**Run 1: cell area per tile**

13 x 13 tiles, from white (low) to dark blue (high), 0 to 100% covered.
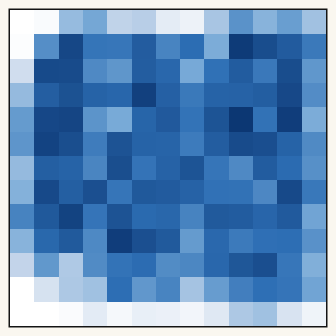
**Run 1: cell placement**

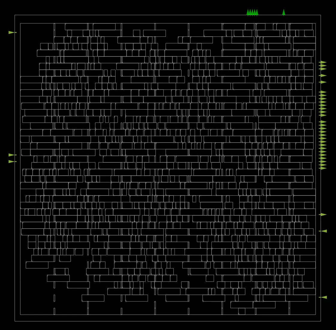
**Run 1: ports around the boundary**

Pins as bars across the die edge, other pins in grey.
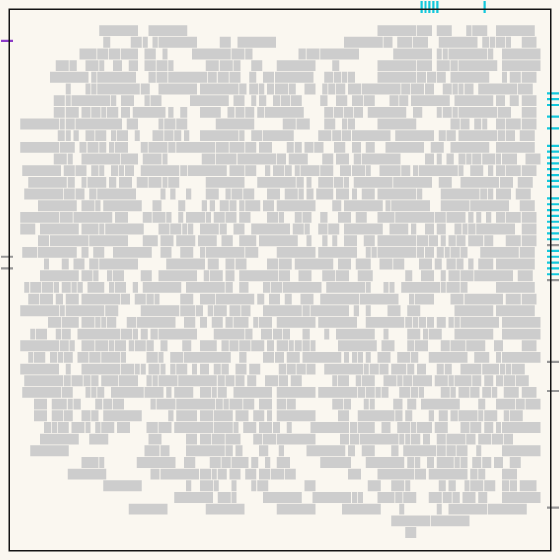
**Run 1: met3 routing**

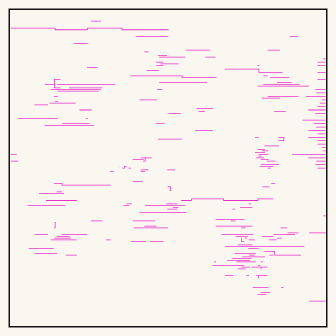
==> config.mk <==
export PLATFORM = sky130hd
export DESIGN_NAME = secmod
export DESIGN_NICKNAME = d
export VERILOG_FILES = /design/src/rtl/clock_pkg.sv /design/src/rtl/secmod_btn_cond.sv /design/src/rtl/secmod.sv
export SDC_FILE = /design/constraint.sdc
export NUM_CORES = 1
export LEC_CHECK = 0
export CORE_MARGIN = 2
export CORE_UTILIZATION = 62
export DETAILED_ROUTE_END_ITERATION = 16
export MAX_ROUTING_LAYER = met4
export PLACE_DENSITY = 0.85
export SLEW_MARGIN = 30
export SYNTH_ARGS = -nofsm -noshare
export SYNTH_HDL_FRONTEND = slang
export SYNTH_HIERARCHICAL = 1
export SYNTH_SLANG_ARGS = --single-unit
==> constraint.sdc <==
create_clock -name clk -period 2.9 [get_ports clk]
set_input_delay 0.58 -clock clk [delete_from_list [all_inputs] [get_ports clk]]
set_output_delay 0.58 -clock clk [all_outputs]
set_load 0.01 [all_outputs]
==> run summary <==
run status - completed
placed cell area - 9713 um^2
clock tree from TritonCTS - built
maximum cell stage delay along the critical path - 610 ps
register share after synthesis - 0.4159
cell chain of the critical path - inv_1, ha_1, or3b_2, or4_1, o21ai_2, o211ai_1, a22o_1
number of setup buffers added after CTS - 0
max-slew violation count - 0
count of plain and timing-repair buffers - 66
slew of the pin with the lowest slew margin - 800.7 ps
met3 wire length - 1.174 mm
detailed route wirelength on metal2 - 10.72 mm
DRC violation count after routing - 0
Syn Nets - 995
combined global-route utilization of all metal layers - 0.2918
Comb/total area - 0.4747
post-route minimum period - 2653 ps
Clock Sinks - 153
most common cell after layout, fill and taps aside - sky130_fd_sc_hd__dfrtp_1
fraction of synthesized cell area taken by the top area cell type - 0.4159
clock slew at the register clock pins of the worst setup and hold paths - 60 ps
Crit. End Element - register
cell leakage power - 4.301 nW
initial antenna violation count - 0
pin count of the biggest net entering global routing - 72
nets - 1027
HPWL after DPL - 14.74 mm
unrepaired setup endpoints after global routing - false
yosys stat cell total - 973
Most used DFF post-synth - sky130_fd_sc_hd__dfrtp_1
Syn Area/Cell - 9.461 um^2
family with the most delay on the worst path - simple AND/OR/NAND/NOR gates
library cells used by synthesis - 81
signed area change from the synthesized netlist to the final layout - 11.91%
slowest cell on the critical path - sky130_fd_sc_hd__or4_1
most frequent cells in the layout - sky130_fd_sc_hd__dfrtp_1 (153), sky130_fd_sc_hd__nor2_1 (86), sky130_fd_sc_hd__nand2_1 (70)
global route overflow - 0
DR iter-0 viols - 817
CTS buffer count - 17
number of primary I/O pins - 40
routability cong. - 0.9307
insertion delay to the later sink of the worst-skew pair - 430 ps
wire length per cell after detailed routing - 18.27 um
areal power density over the cells - 668.3 nW/um^2
share of final-layout standard cells stronger than drive strength 1 - 0.1074
Final Cell Area - 10300 um^2
DRT Pass-1 Iters - 5
arrival time at the worst endpoint - 2970 ps
DIE AREA - 15840 um^2
highest clock frequency the design can meet - 377.0 MHz
slack of the worst reg-to-reg path - 250 ps
top routing layer in use - met4
H-tree lvl count - 4
final worst-path cycle share - 0.9147
Buf/Inv on CP - 1
number of buffers on the longest clock path - 2
Clock buffer cells - 23
area leader, netlist - sky130_fd_sc_hd__dfrtp_1
total of hold buffers inserted after clock tree synthesis - 0
routed metal-1 wire length - 9.558 mm
post-cts sizing count - 0
maximum fanout count along the critical path - 8
cell type taking the most area - logic gates
non-clk buf share - 0.05891
area occupied by registers - 3829 um^2
depth of the worst register-to-register path - 7
IR Drop Worst-Case VDD - 0.6864 mV
Logic Gate Count - 725
synthesis warning total - 6
post-synthesis sequential element count - 153
synthesis area per yosys - 9205 um^2
crit start category - register
Non-Clock Inverter Count - 42
OpenROAD warning count - 35
FILL cells - 1073
max capacitance violation total - 0
final number of setup-violating endpoints - 0
hold crit path type - in -> async
detail-routed via count per cell - 6.787
hold violation total from the final report - 0
required time at the worst-slack endpoint - 3210 ps
first-pass GRT wire length - 37.40 mm
proportion of register bits with asynchronous set or reset after synthesis - 1.000
fraction of area in clock buffers and inverters - 0.05709
flip-flop count of the largest register after layout - 32
clock root cell - sky130_fd_sc_hd__clkbuf_16
About 'cell area per tile':
The fullest tile reaches 97%. 3.0% of the tiles are nearly empty. The emptiest ninth of the die: south-west. The mean over all tiles is 64%. 43% of the tiles are over 75% full.
core box area: 14530 um^2
final core occ: 0.7088
starting density of the core: 0.6334

About 'cell placement':
fraction of area in registers: 0.3717
tapcells inserted: 184
number of cells in the finished layout apart from fillers: 1199
Flops: 153
number of core rows: 44

About 'ports around the boundary':
Purple is clk, pins 1, direction input, edge west. Cyan is seg, pins 32, direction output, edge 26 east, 6 north.
All pins by edge: 31 east, 6 north, 3 west.
port buffer count: 39
vertical die size: 125.8 um
Chip Width: 125.8 um

About 'met3 routing':
The longest straight run is 31.3 um. The wires run mostly horizontal. The layer carries 1170 um of wire. The layer holds 5.4% of the routed length.
GRT met3 Usage: 0.05310
overall routed net length: 21.91 mm

## run 1: synth_stat cells (24+ instances only)
cell and n:
sky130_fd_sc_hd__clkbuf_1 24, sky130_fd_sc_hd__or4_1 27, sky130_fd_sc_hd__a21oi_1 34, sky130_fd_sc_hd__nor2_1 86
sky130_fd_sc_hd__o211ai_1 47, sky130_fd_sc_hd__inv_1 40, sky130_fd_sc_hd__dfrtp_1 153, sky130_fd_sc_hd__nor3_1 35
sky130_fd_sc_hd__nand3_1 39, sky130_fd_sc_hd__nor4_1 29, sky130_fd_sc_hd__nand2_1 70, sky130_fd_sc_hd__a31oi_1 29
## run 1: cell families after synthesis
kind of cell               after synthesis  synth area share
DFF                                    153            0.4159
xor gates and xnor gates                16           0.01522
muxes                                    9           0.01047
AOI/OAI and AO/OA                      264            0.2180
adders and majority gates               19           0.02528
buffers and inverters                   95           0.05287
and+or+nand+nor                        417            0.2622
## run 1: per-layer routing
metal,vias up,global-route usage
li1,3828,-
met1,3957,0.3783
met2,310,0.4642
met3,43,0.05310
met4,0,0.1054
met5,-,-
## run 1: metrics by stage
step	cells	total power, mW	util	setup slack [ps]	hold WS (ps)
after global routing	1199	7.274	0.7088	89.10	207.0
final	1199	6.884	0.7088	247.3	169.5
after global placement	1170	4.584	0.6683	233.2	345.9
after floorplan	973	4.161	-	585.5	284.4
after CTS	1199	6.878	0.7088	280.5	183.3
after detailed placement	1170	4.642	0.6683	135.0	348.4
## run 1: power by group
| part | internal, mW | total [mW] | switching (mW) |
|---|---|---|---|
| Sequential | 2.30 | 2.52 | 0.218 |
| Clock | 1.37 | 2.22 | 0.856 |
| Combinational | 0.738 | 2.14 | 1.40 |
| Total | 4.41 | 6.88 | 2.48 |
Power and IR drop assume default switching activity.
